`src/rtl/npc_seq_pkg.sv`:
```
// Shared next-PC constants and npc-source encoding, also consumed by the exception unit and CP0.
// Constants only: no latency, no backpressure.
package npc_seq_pkg;

  localparam logic [31:0] DEF_RESET_PC    = 32'h0000_3000;
  localparam logic [31:0] DEF_EXC_HANDLER = 32'h0000_4180;
  localparam int          DEF_STEP        = 4;

  typedef enum logic [2:0] {
    SRC_SEQ  = 3'd0,
    SRC_BR   = 3'd1,
    SRC_J    = 3'd2,
    SRC_JR   = 3'd3,
    SRC_PEND = 3'd4,
    SRC_ERET = 3'd5,
    SRC_EXC  = 3'd6
  } npc_src_e;

  typedef enum logic {
    ST_RUN  = 1'b0,
    ST_PEND = 1'b1
  } pend_state_e;

  // Exception and ERET load pc even while fetch is stalled.
  function automatic logic src_forces_load(input npc_src_e src);
    return (src == SRC_EXC) || (src == SRC_ERET);
  endfunction

endpackage

```
`src/rtl/npc_sel.sv`:
```
// Combinational next-PC priority mux: exception > ERET > branch > jump > jump-register > pending > sequential.
// Latency: zero (pure combinational); backpressure: none, stall is deliberately not an input.
module npc_sel
  import npc_seq_pkg::*;
#(
  parameter int               WIDTH       = 32,
  parameter logic [WIDTH-1:0] EXC_HANDLER = WIDTH'(DEF_EXC_HANDLER),
  parameter int               STEP        = DEF_STEP
) (
  input  logic [WIDTH-1:0] pc,
  input  logic             exc_occur,
  input  logic             eret,
  input  logic             branch,
  input  logic             jump,
  input  logic             jump_r,
  input  logic [WIDTH-1:0] b_addr,
  input  logic [WIDTH-1:0] j_addr,
  input  logic [WIDTH-1:0] rd,
  input  logic [WIDTH-1:0] epc,
  input  logic             pend_valid,
  input  logic [WIDTH-1:0] pend_addr,
  output logic [WIDTH-1:0] pc4,
  output logic [WIDTH-1:0] npc,
  output npc_src_e         src,
  output logic             redir,
  output logic [WIDTH-1:0] redir_addr
);

  always_comb begin
    redir      = branch | jump | jump_r;
    redir_addr = rd;
    if (branch) begin
      redir_addr = b_addr;
    end else if (jump) begin
      redir_addr = j_addr;
    end

    pc4 = pc + WIDTH'(STEP);
    npc = pc4;
    src = SRC_SEQ;
    if (exc_occur) begin
      npc = EXC_HANDLER;
      src = SRC_EXC;
    end else if (eret) begin
      npc = epc;
      src = SRC_ERET;
    end else if (redir) begin
      npc = redir_addr;
      src = branch ? SRC_BR : (jump ? SRC_J : SRC_JR);
    end else if (pend_valid) begin
      npc = pend_addr;
      src = SRC_PEND;
    end
  end

endmodule

```
`src/rtl/npc_seq.sv`:
```
// Fetch PC register with stall, one-entry pending-redirect buffer and delay-slot flag; NPC_ALIGN_CHECK_EN adds adel.
// Latency: redirect lands on pc one edge after acceptance or after stall falls; stall holds pc but never blocks exc/eret.
module npc_seq
  import npc_seq_pkg::*;
#(
  parameter int               WIDTH       = 32,
  parameter logic [WIDTH-1:0] RESET_PC    = WIDTH'(DEF_RESET_PC),
  parameter logic [WIDTH-1:0] EXC_HANDLER = WIDTH'(DEF_EXC_HANDLER),
  parameter int               STEP        = DEF_STEP
) (
  input  logic             clk,
  input  logic             reset,
  input  logic             stall,
  input  logic             exc_occur,
  input  logic             eret,
  input  logic             branch,
  input  logic             jump,
  input  logic             jump_r,
  input  logic [WIDTH-1:0] b_addr,
  input  logic [WIDTH-1:0] j_addr,
  input  logic [WIDTH-1:0] rd,
  input  logic [WIDTH-1:0] epc,
  output logic [WIDTH-1:0] pc,
  output logic [WIDTH-1:0] pc4,
  output logic [WIDTH-1:0] npc,
  output logic             exc_bd,
`ifdef NPC_ALIGN_CHECK_EN
  output logic             adel,
`endif
  output logic             redir_pend
);

  pend_state_e      state;
  logic [WIDTH-1:0] pend_addr;
  logic             pend_valid;
  logic             bd_q;
  logic             redir;
  logic [WIDTH-1:0] redir_addr;
  npc_src_e         src;

  assign pend_valid = (state == ST_PEND);

  npc_sel #(
    .WIDTH      (WIDTH),
    .EXC_HANDLER(EXC_HANDLER),
    .STEP       (STEP)
  ) u_sel (
    .pc        (pc),
    .exc_occur (exc_occur),
    .eret      (eret),
    .branch    (branch),
    .jump      (jump),
    .jump_r    (jump_r),
    .b_addr    (b_addr),
    .j_addr    (j_addr),
    .rd        (rd),
    .epc       (epc),
    .pend_valid(pend_valid),
    .pend_addr (pend_addr),
    .pc4       (pc4),
    .npc       (npc),
    .src       (src),
    .redir     (redir),
    .redir_addr(redir_addr)
  );

`ifdef NPC_ALIGN_CHECK_EN
  logic adel_q;
  assign adel = adel_q;
`endif

  always_ff @(posedge clk) begin
    if (reset) begin
      pc        <= RESET_PC;
      state     <= ST_RUN;
      pend_addr <= '0;
      bd_q      <= 1'b0;
`ifdef NPC_ALIGN_CHECK_EN
      adel_q    <= 1'b0;
`endif
    end else if (src_forces_load(src) || !stall) begin
      // Any load consumes the buffer: a same-cycle redirect has already won the mux.
      pc    <= npc;
      state <= ST_RUN;
      bd_q  <= 1'b0;
`ifdef NPC_ALIGN_CHECK_EN
      adel_q <= (src != SRC_EXC) && (src != SRC_SEQ) && (|npc[1:0]);
`endif
    end else begin
      if (redir) begin
        pend_addr <= redir_addr;
        state     <= ST_PEND;
      end
      // Keep the flag on the delay-slot instruction held in F for the whole stall.
      bd_q <= redir | pend_valid;
    end
  end

  assign exc_bd     = redir | pend_valid | bd_q;
  assign redir_pend = pend_valid;

endmodule

```
`config.mk`:
```
export PLATFORM = sky130hd
export DESIGN_NAME = npc_seq
export DESIGN_NICKNAME = d
export VERILOG_FILES = /design/src/rtl/npc_seq_pkg.sv /design/src/rtl/npc_sel.sv /design/src/rtl/npc_seq.sv
export SDC_FILE = /design/constraint.sdc
export NUM_CORES = 1
export LEC_CHECK = 0
export ABC_AREA = 0
export CAP_MARGIN = 5
export CORE_MARGIN = 2
export CORE_UTILIZATION = 28
export CTS_CLUSTER_SIZE = 20
export DETAILED_ROUTE_END_ITERATION = 10
export PLACE_DENSITY = 0.63
export SETUP_SLACK_MARGIN = 0.3
export SLEW_MARGIN = 40
export SYNTH_ARGS = -nofsm -noshare
export SYNTH_HDL_FRONTEND = slang
export SYNTH_SLANG_ARGS = --single-unit
export TNS_END_PERCENT = 5
```
`constraint.sdc`:
```
create_clock -name clk -period 4.84 [get_ports clk]
set_clock_uncertainty 0.1 [all_clocks]
set_input_delay 1.21 -clock clk [delete_from_list [all_inputs] [get_ports clk]]
set_output_delay 1.21 -clock clk [all_outputs]
set_load 0.02 [all_outputs]
```
Figure 1. Clock wires, drivers and flops (run 1).
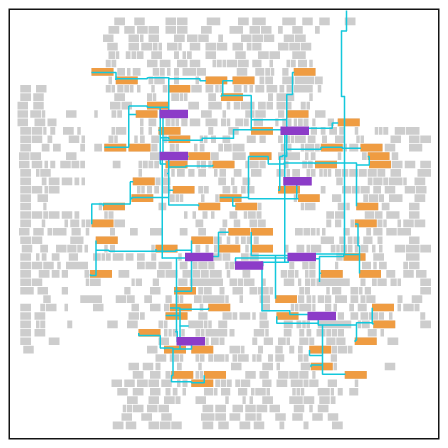
- cyan: clock wires (length 1,110 um)
- orange: flip-flops (count 66)
- purple: clock-net drivers (count 9)
- routed clock nets: 10

Figure 2. Clock routing (run 1).
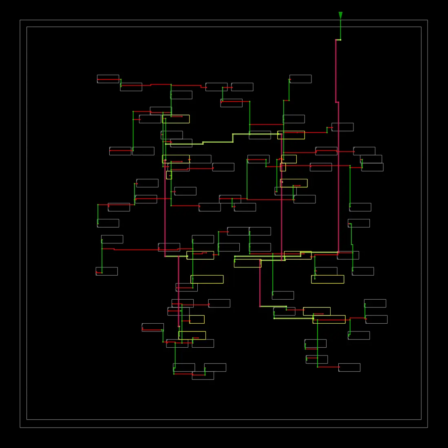
clk pwr: 0.789 mW
Sink Count: 66
Num CTS Buffers: 9

==> impl_metrics.py, run 1 <==
# Synthesis and PnR figures
metrics = {
    "status": {
        "status": "complete, no violations",
    },
    "pwr": {
        "peakVddDrop_mv": 0.173,
        "cellLeakagePower_nw": 3.48,
        "power_density_nw_per_um2": 242,
    },
    "layout": {
        "drive_above_1_share_pct": 12.5,
        "nets": 1084,
        "num_antenna_cells": 0,
        "synthToLayoutAreaGrowth_pct": 62.2,
    },
    "logic_synthesis": {
        "ys.flop_type": "dfxtp_1",
        "synth_async_sr_flop_share_pct": 0,
        "avgSynthCellArea_sq_um": 7.13,
        "synth.net_count": 846,
        "ys_types": 71,
        "ys_ff": 66,
        "yosys.stat.seqShare_pct": 26.2,
        "ys_warn_count": 0,
        "yosys_cells": 709,
        "synth_area_sq_um": 5050,
        "yosys_area_sq_um": 5050,
        "edf_count": 0,
        "yosysTopAreaCellShare_pct": 26.2,
        "synthCells": 709,
        "area_leaders": "dfxtp_1 26%, a21oi_1 6.6%, o21ai_0 6.5%",
        "top_area_cell": "dfxtp_1",
    },
    "timing": {
        "max_slew_margin_pct": 51.3,
        "layout_min_cycle_time_ps": 4330,
        "slew_violations": 0,
        "setup_tns_ps": 0,
        "rsz0062_at_grt": "no",
        "tightest_slew_ps": 730,
        "timing.final.hold_violations": 0,
        "fmax_ghz": 0.231,
        "layout_setup_ws_ps": 508,
        "setup_viol": 0,
        "period_used_pct": 89.5,
    },
    "die": {
        "die_w_um": 138,
        "chipArea_sq_um": 19100,
        "core_area_sq_um": 17800,
        "initial_core_util_pct": 28.3,
        "die_y_um": 138,
        "core.rowCount": 49,
        "top_level_ports": 234,
    },
    "clock_tree": {
        "cts_max_level": 3,
        "cts.path.max_buffers": 2,
        "postCtsSetupRepairBufs": 0,
        "cts_tree": "yes",
        "ctsHoldBuffers": 0,
        "clkLatencyLatePin_ps": 340,
        "cts_root_buf": "clkbuf_16",
        "path_clk_slew_ps": 60,
    },
    "critical_path": {
        "cp.arrival_ps": 3020,
        "worstSetupPathType": "register to output pin",
        "critPathTopFamily": "simple AND/OR/NAND/NOR gates",
        "path_buffers": 1,
        "path_cells": "ha_1 -> nand3_2 -> nor3_4 -> nand2_2 -> or3_4 -> xnor2_1 -> clkdlybuf4s50_1",
        "cp-start-kind": "register",
        "critical_path.endpoint_type": "output pin",
        "crit_slowest_cell": "clkdlybuf4s50_1",
        "cp.required_ps": 3530,
        "max_stage_delay_ps": 640,
        "crit_fanout": 8,
    },
    "global_routing": {
        "grt_pass1_vias": 5763,
        "grt_use_total_pct": 21.7,
        "gr-total-overflow": 0,
        "grt_max_degree": 61,
        "antenna_found_initial": 0,
        "grt_pass1_wl_um": 33000,
    },
    "place": {
        "dp_hpwl_um": 16700,
        "port_buffers": 233,
        "gp_congestion": 0.897,
        "pre_cts_slack_ps": -59.5,
    },
    "run": {
        "maxCapViolations": 0,
        "warnings": 27,
    },
    "route": {
        "wl_per_cell_um": 18.3,
        "drcViolationCount": 0,
        "drtPass1Iterations": 5,
        "drtIter0Drc": 596,
        "vias_per_cell": 5.26,
        "ant_nets": 0,
    },
    "worst_hold_path": {
        "hp-class": "register to register",
    },
}
Figure 3. The metal 1 layer (run 1).
Supply wires on this layer in grey.
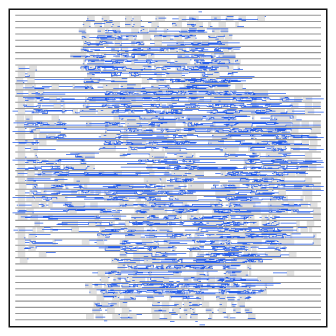
- nets with wire on the layer: 946
- wire length on this layer: 9,770 um
- main direction: horizontal
M1 GR Usage: 29.9%
final wirelength: 21,600 um
vias: 6,207

Figure 4. Cells by drive strength (run 1).
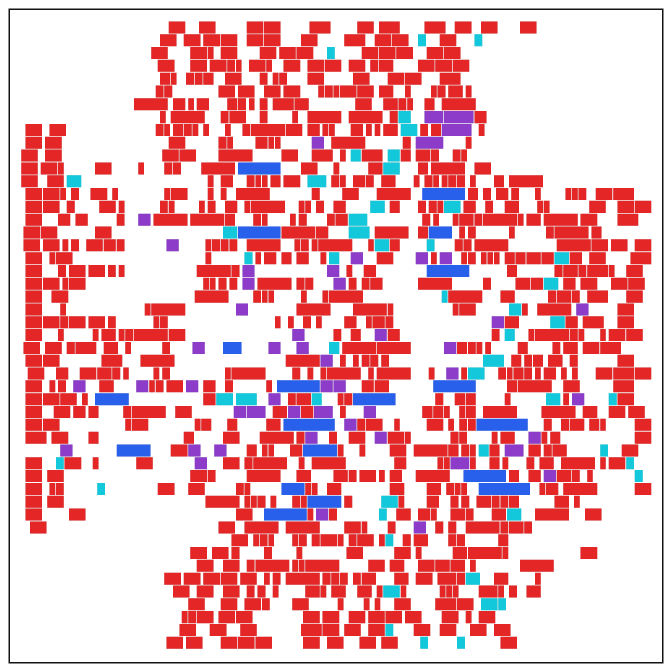
- cyan: x2 (cells 50; share 5.3%; most used clkbuf_2)
- blue: x6 and larger (cells 19; share 2.0%; most used clkbuf_16)
- purple: x3 and x4 (cells 50; share 5.3%; most used buf_4)
- red: x1 and smaller (cells 833; share 88%; most used clkdlybuf4s50_1)

[run 1: cell usage after synthesis, drive strengths merged, types with 5 or more instances]
cell type,count
and2,5
dfxtp,66
a221o,14
o22ai,5
xor2,5
a22oi,9
a21oi,67
a21o,5
o21a,10
o21ai,70
inv,27
and3,7
a211o,7
nand4,8
o41ai,5
xnor2,21
buf,21
nand3,21
mux2i,23
nand2,85
nor2b,5
nor2,89
a31o,8
clkbuf,32
nand2b,9
a31oi,5
o211ai,8
nor3,10
[run 1: layout make-up]
class / count / area [sq um]
Clock inverter: 5 / 100
Timing Repair Buffer: 280 / 2720
Sequential cell: 66 / 1320
Fill cell: 1795 / 9650
Clock buffer: 11 / 253
Tap cell: 229 / 287
Multi-Input combinational cell: 563 / 3420
Inverter: 27 / 101
[run 1: tightest hold or removal path, cell delays in order (launching register included)]
cell     delay [ps]
dfxtp_1         300
nand2_1          50
a21oi_1          50
[run 1: stage by stage]
step / cell area (sq um) / util (%) / instances / power (mW) / hold WS, ps
2_1_floorplan: 5050 / - / 709 / 0.887 / 331
3_3_place_gp: 7830 / 43.9 / 1165 / 1.21 / 338
3_5_place_dp: 7830 / 43.9 / 1165 / 1.21 / 343
4_1_cts: 8170 / 45.8 / 1181 / 1.99 / 351
5_1_grt: 8200 / 45.9 / 1181 / 2.07 / 375
6_report: 8200 / 45.9 / 1181 / 1.99 / 352
[run 1: path summary, 6_finish.rpt]
kind                               startpoint       endpoint  slack (ps)  cells after the start
worst min register to register  pend_addr[12]  pend_addr[12]         350                      2
worst min-delay path            pend_addr[12]  pend_addr[12]         350                      2
worst max register to register          pc[2]         pc[30]        2310                      6
worst max-delay path                    pc[2]        pc4[28]         510                      7
[run 1: flip-flops by register name, summed over array words and instances, names as in the netlist]
name	count
redir_pend	1
bd_q	1
pc	32
pend_addr	32
[run 1: cells in the final DEF, fill, tap and decap left out, drive strengths merged, types with 9 or more instances in the layout]
cell type and n:
a21oi 67, clkdlybuf4s50 196, dlymetal6s2s 21, nor3 10
clkbuf 22, nand2b 9, mux2i 23, a221o 14
buf 51, o21a 10, nor2 89, xnor2 21
nand3 21, nand2 85, o21ai 70, a22oi 9
inv 27, dfxtp 66
[run 1: kinds of logic after synthesis]
group	synth area share, %
compound gates	32.5
xor+xnor	4.51
fa+ha+maj	0.248
buf+inv	6.64
flops	26.2
mux	4.78
simple gates	25.2
[run 1: metal layers]
layer | wire (um) | vias up | global-route usage [%]
li1 | - | 3036 | -
met1 | 9770 | 2864 | 29.9
met2 | 9830 | 279 | 34.3
met3 | 1580 | 28 | 3.67
met4 | 464 | 0 | 7.57
met5 | 0 | - | 0
[run 1: where the power goes]
part           leakage, nW  switching [mW]  internal, mW
combinational         2.76           0.296         0.294
sequential           0.540          0.0372         0.570
clock                0.176           0.260         0.530
[run 1: repair_timing]
| action | CTS | global route |
|---|---|---|
| endpoints found under the setup margin | 32 | 32 |
| pin swaps | 0 | 2 |
| resized | 16 | 61 |
| gates cloned | 0 | 0 |
Figure 5. Cell classes on the final placement (run 1).
Scale bar: 50 um.
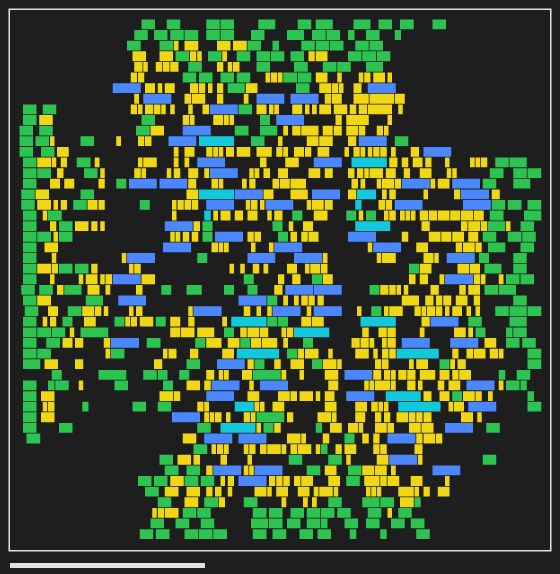

--- run 2 (diff from run 1) ---
- CORE_UTILIZATION: 28 -> 39
- PLACE_DENSITY: 0.63 -> 0.81
Figure 6. Cell classes on the final placement (run 2).
Scale bar: 20 um.
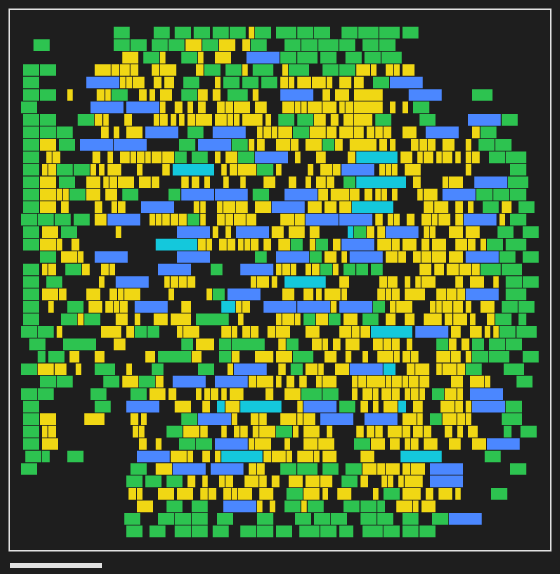
- green: remaining buffers and delay cells (cells 268; share of their area 34%)
- yellow: remaining logic cells (cells 590; share of their area 45%)
- cyan: clock drivers and dummy loads (cells 15; share of their area 3.6%)
- blue: registers (cells 66; share of their area 17%)
Row Count: 41
flop share of the area: 16.4%
Final Instance Area: 8030 sq um
final core utilization: 63.7%
Core Footprint: 12,600 sq um

Figure 7. The metal 1 layer (run 2).
Supply wires on this layer in grey.
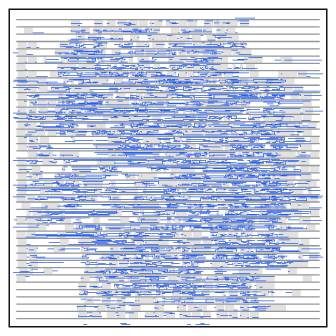
- nets with wire on the layer: 959
- longest straight run: 45.5 um
vias: 6,290
final wirelength: 20,600 um

==> run 2 against run 1 <==
- critical path type is now input pin to output pin
- synthesized area stayed put
- non-clock buffer count shrank 12
- wire length decreased by 5.0%
- via count grew 1.3%
- setup slack got worse by 460 ps
- highest routed layer unchanged
- largest cell class unchanged
- first-iteration DRC count is 24% higher
- maximum frequency down 9.6%
- critical endpoint is now npc[26]
==> impl_metrics.py, run 2 <==
# Synthesis and PnR figures
metrics = {
    "critical_path": {
        "critical_path.endpoint_type": "output pin",
        "cp.depth": 8,
        "crit_slowest_cell": "clkdlybuf4s50_1",
        "critPathTopFamily": "buffers and inverters",
        "path_buffers": 3,
        "crit_fanout": 8,
        "worstReg2RegStart": "pc[2]",
        "max_stage_delay_ps": 600,
        "worstSetupPathType": "input pin to output pin",
    },
    "global_routing": {
        "grt_use_total_pct": 28.7,
        "grt_pass1_wl_um": 31700,
        "grt_max_degree": 62,
    },
    "layout": {
        "synthToLayoutAreaGrowth_pct": 59.0,
        "lay_top_cells": "201 x clkdlybuf4s50_1, 86 x nor2_1, 83 x nand2_1, 67 x a21oi_1, 66 x dfxtp_1",
        "num_antenna_cells": 0,
        "drive_above_1_share_pct": 10.2,
        "layout_top_cell": "clkdlybuf4s50_1",
    },
    "status": {
        "status": "complete, no violations",
    },
    "logic_synthesis": {
        "yosysTopAreaCellShare_pct": 26.2,
        "ys_warn_count": 0,
        "ys_types": 71,
        "yosys_cells": 709,
        "yosys-top-cells-count": "87 x nor2_1, 84 x nand2_1, 67 x a21oi_1, 66 x dfxtp_1, 66 x o21ai_0",
        "synth_area_sq_um": 5050,
        "synthCells": 709,
        "yosys.stat.seqShare_pct": 26.2,
        "synth_top_cell_by_count": "nor2_1",
    },
    "timing": {
        "tightest_slew_ps": 817,
        "period_used_pct": 99.1,
        "fmax_ghz": 0.209,
    },
    "pwr": {
        "power.share.clock_pct": 35.5,
        "p_sw_mw": 0.588,
        "p_sw_share_pct": 31.8,
        "intPower_mw": 1.26,
        "p_seq_share_pct": 32.9,
    },
    "worst_hold_path": {
        "hold_path_startpoint": "pend_addr[12]",
        "hp-class": "register to register",
    },
    "clock_tree": {
        "cts_root_buf": "clkbuf_16",
        "clkLatencyLatePin_ps": 340,
        "postCtsSetupRepairBufs": 0,
        "cts_buffers": 9,
    },
    "die": {
        "die_y_um": 118,
        "die_w_um": 118,
    },
    "place": {
        "dp_hpwl_um": 15600,
        "port_buffers": 233,
    },
    "route": {
        "vias_per_cell": 5.66,
        "drcViolationCount": 0,
        "ant_nets": 0,
    },
}
==> run 2: path summary, 6_finish.rpt <==
kind	end	slack (ps)
worst max-delay path	npc[26]	50
worst min-delay path	pend_addr[12]	350
worst max register to register	pc[28]	2390
worst min register to register	pend_addr[12]	350
==> run 2: cell type report <==
type                            instances  area [sq um]
Fill cell                            1133          4590
Clock buffer                           10           229
Clock inverter                          5          56.3
Multi-Input combinational cell        563          3430
Timing Repair Buffer                  268          2680
Tap cell                              172           215
Sequential cell                        66          1320
Inverter                               27           101
==> run 2: kinds of logic after synthesis <==
| kind of cell | share of synthesized area, % |
|---|---|
| and+or+nand+nor | 25.2 |
| AOI/OAI and AO/OA | 32.5 |
| adders and majority gates | 0.248 |
| muxes | 4.78 |
| buffers and inverters | 6.64 |
| xor gates and xnor gates | 4.51 |
| DFF | 26.2 |
==> run 2: what timing repair did <==
item                                    4_1_cts  5_1_grt
pin swaps                                     0        2
endpoints found under the setup margin       32       32
resized                                       3       39
cloned                                        0        0
==> run 2: metal layers <==
| layer | part of all wire (%) | GRT usage, % | wire length, um |
|---|---|---|---|
| met5 | 0 | 0 | 0 |
| met1 | 42 | 38.6 | 8550 |
| met4 | 2.3 | 8.96 | 477 |
| met3 | 10 | 6.88 | 2060 |
| met2 | 46 | 45.5 | 9460 |
==> run 2: per-stage QoR <==
stage	setup WS [ps]	cell area, sq um	power (mW)	util (%)	hold WS, ps
2_1_floorplan	845	5050	0.887	-	331
3_3_place_gp	23.7	7670	1.19	60.8	337
3_5_place_dp	4.27	7670	1.20	60.8	342
4_1_cts	29.1	7950	1.84	63.0	350
5_1_grt	-34.5	8030	1.92	63.7	363
6_report	45.3	8030	1.85	63.7	351
==> run 2: power groups by stage <==
stage / logic (mW) / clock network [mW] / registers, mW
after detailed placement: 0.580 / 0 / 0.617
after CTS: 0.581 / 0.655 / 0.605
after global placement: 0.575 / 0 / 0.616
after global routing: 0.624 / 0.682 / 0.610
final: 0.584 / 0.655 / 0.607
after floorplan: 0.260 / 0 / 0.627
==> run 2: worst register-to-register path, cell delays in order (launching register included) <==
cell and delay, ps:
dfxtp_1 520, ha_1 290, nand3_2 160, nor3_4 300, nand2_2 120, or3_4 430, o41a_1 320, o32ai_1 110
Figure 8. Cells by drive strength (run 2).
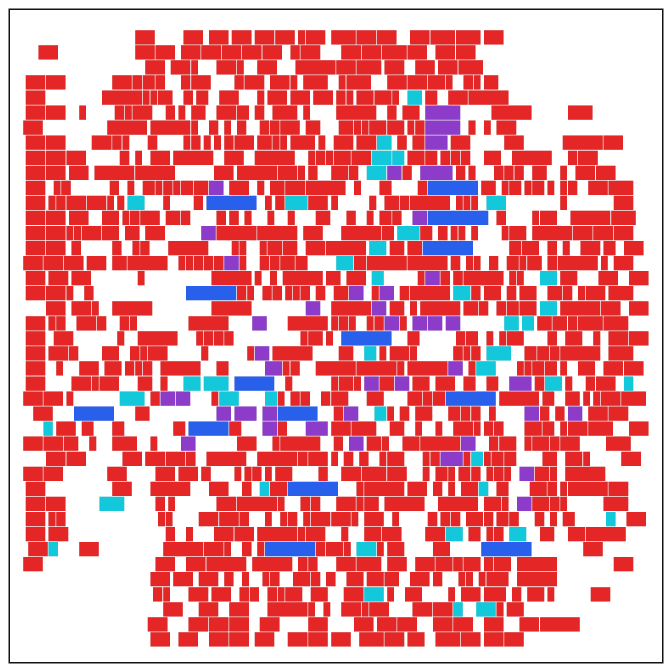

--- run 3 (diff from run 2) ---
- ABC_CLOCK_PERIOD_IN_PS: not set -> 4840
- HOLD_SLACK_MARGIN: not set -> 0.1
- TNS_END_PERCENT: 5 -> 10
Figure 9. Cells by drive strength (run 3).
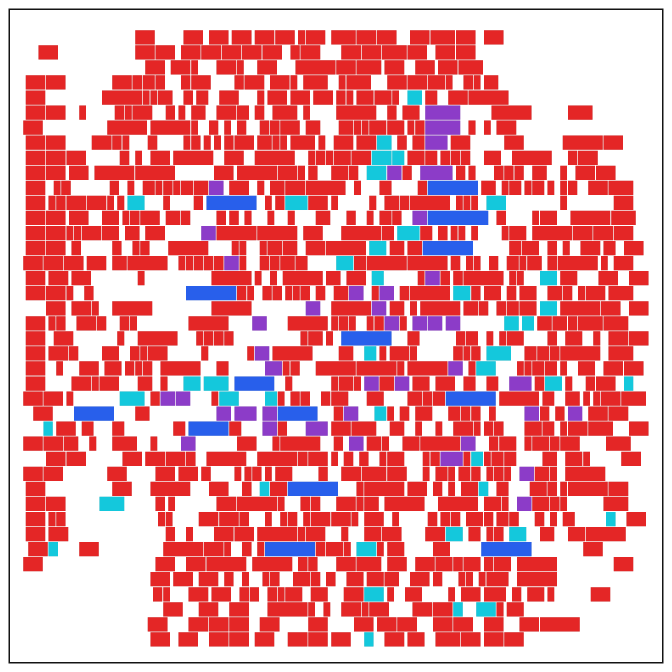
- cyan: x2 (cells 42; share 4.5%; most used a31o_2)
- blue: x6 and larger (cells 14; share 1.5%; most used clkbuf_16)
- red: x1 and smaller (cells 842; share 90%; most used clkdlybuf4s50_1)
- purple: x3 and x4 (cells 41; share 4.4%; most used buf_4)
Final Instance Area: 8020 sq um
post-route worst setup slack: 44.9 ps

Figure 10. Clock wires, drivers and flops (run 3).
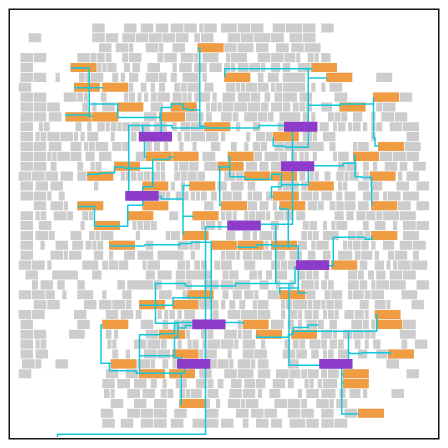
- cyan: clock wires (length 1,100 um)
- orange: flip-flops (count 66)
- purple: clock-net drivers (count 9)
- flops lie: widely spread
- routed clock nets: 10
Clock Latency Late Sink: 350 ps
clk pwr: 0.660 mW
power share of the clock group: 35.7%

==> run 3 against run 2 <==
- setup slack barely moved
- critical endpoint unchanged
- via count rose by 0.17%
- highest routed layer unchanged
- critical path type unchanged
- synthesized area did not move
- register-to-register slack got worse by 20 ps
- worst hold slack improved by 0.71 ps
- clock power rose by 0.8%
==> impl_metrics.py, run 3 <==
# Synthesis and PnR figures
metrics = {
    "die": {
        "die_w_um": 118,
        "chipArea_sq_um": 13900,
        "core.rowCount": 41,
        "core_area_sq_um": 12600,
        "die_y_um": 118,
    },
    "route": {
        "vias_per_cell": 5.67,
        "ant_nets": 0,
        "drt-total-wl_um": 20600,
    },
    "pwr": {
        "p_seq_share_pct": 32.8,
        "finalPower_mw": 1.85,
        "p_sw_mw": 0.593,
        "p_sw_share_pct": 32.0,
        "intPower_mw": 1.26,
    },
    "layout": {
        "reg_top3": "pc: 32 flops, pend_addr: 32 flops",
        "num_antenna_cells": 0,
        "layout_top_cell": "clkdlybuf4s50_1",
        "drive_above_1_share_pct": 10.3,
        "synthToLayoutAreaGrowth_pct": 58.8,
    },
    "logic_synthesis": {
        "yosys-top-cells-count": "87 x nor2_1, 84 x nand2_1, 67 x a21oi_1, 66 x dfxtp_1, 66 x o21ai_0",
        "synth_area_sq_um": 5050,
        "yosysTopAreaCellShare_pct": 26.2,
        "ys_types": 71,
        "ys_warn_count": 0,
        "synthCells": 709,
        "synth_top_cell_by_count": "nor2_1",
    },
    "critical_path": {
        "worstSetupPathType": "input pin to output pin",
        "critical_path.endpoint_type": "output pin",
        "worstReg2RegStart": "pc[2]",
        "critPathCapture": "npc[26]",
        "rrSetupSlack_ps": 2370,
        "worstReg2RegEnd": "pc[28]",
        "crit_fanout": 8,
    },
    "status": {
        "status": "complete, no violations",
    },
    "clock_tree": {
        "cts_buffers": 9,
        "cts_tree": "yes",
        "postCtsSetupRepairBufs": 0,
        "cts_root_buf": "clkbuf_16",
    },
    "worst_hold_path": {
        "hp-class": "register to register",
    },
    "timing": {
        "fmax_ghz": 0.209,
        "tightest_slew_ps": 810,
    },
    "global_routing": {
        "grt_pass1_wl_um": 31700,
        "grt_max_degree": 62,
    },
    "place": {
        "port_buffers": 233,
    },
}
run 3: cell counts after synthesis:
Identical to the previous run, type by type.
run 3: through the flow:
stage,setup WS (ps),cells,hold WS (ps),util [%],cell area (sq um)
finish,44.9,1111,352,63.6,8020
global route,-34.5,1111,363,63.6,8020
CTS,29.1,1111,350,63.0,7960
detailed placement,4.27,1096,342,60.8,7670
global placement,23.7,1096,337,60.8,7670
floorplan,845,709,331,-,5050
run 3: repair_timing:
item / CTS / global route
gates cloned: 0 / 0
setup endpoints to repair: 32 / 32
pin swaps: 0 / 2
resized: 4 / 38
run 3: kinds of logic (layout without fill, tap and decap cells):
group | count (synthesis) | in the layout | synth area share (%)
adder cells (fa/ha/maj) | 1 | 1 | 0.248
multiplexers | 24 | 24 | 4.78
AND/OR/NAND/NOR | 261 | 261 | 25.2
AND-OR/OR-AND | 251 | 251 | 32.5
flip-flops | 66 | 66 | 26.2
buffers and inverters | 80 | 310 | 6.64
XOR/XNOR | 26 | 26 | 4.51
run 3: worst min path at each step:
stage,cells after the start,to,slack (ps),start
floorplan,2,pend_addr[12],330,pend_addr[12]
global placement,2,pend_addr[12],340,pend_addr[12]
detailed placement,2,pend_addr[12],340,pend_addr[12]
CTS,2,pend_addr[12],350,pend_addr[12]
global route,2,pend_addr[12],360,pend_addr[12]
finish,2,pend_addr[12],350,pend_addr[12]
run 3: layout make-up:
type | instances | area (sq um)
inverter | 27 | 101
timing repair buffer | 268 | 2670
sequential | 66 | 1320
fill | 1135 | 4600
clock buffer | 10 | 229
tap | 172 | 215
clock inverter | 5 | 56.3
multi-input combinational | 563 | 3430
run 3: worst max-delay path, stage by stage:
cell and delay, ps:
clkdlybuf4s50_1 480, buf_4 180, or4_4 440, nor2_4 210, o21ai_1 130, nand2b_1 160
nand2_1 80, clkdlybuf4s50_1 600
run 3: metal layers:
layer,up-vias,GRT usage (%),part of all wire (%)
met5,-,0,0
met4,0,8.96,2.3
met3,40,6.88,9.9
met2,354,45.5,46
met1,2896,38.6,42
li1,3011,-,-
run 3: power groups by stage:
stage	logic, mW	registers, mW	clock network, mW
2_1_floorplan	0.260	0.627	0
3_3_place_gp	0.575	0.616	0
3_5_place_dp	0.580	0.617	0
4_1_cts	0.581	0.605	0.655
5_1_grt	0.623	0.610	0.682
6_report	0.584	0.607	0.660
Power and IR drop assume default switching activity.
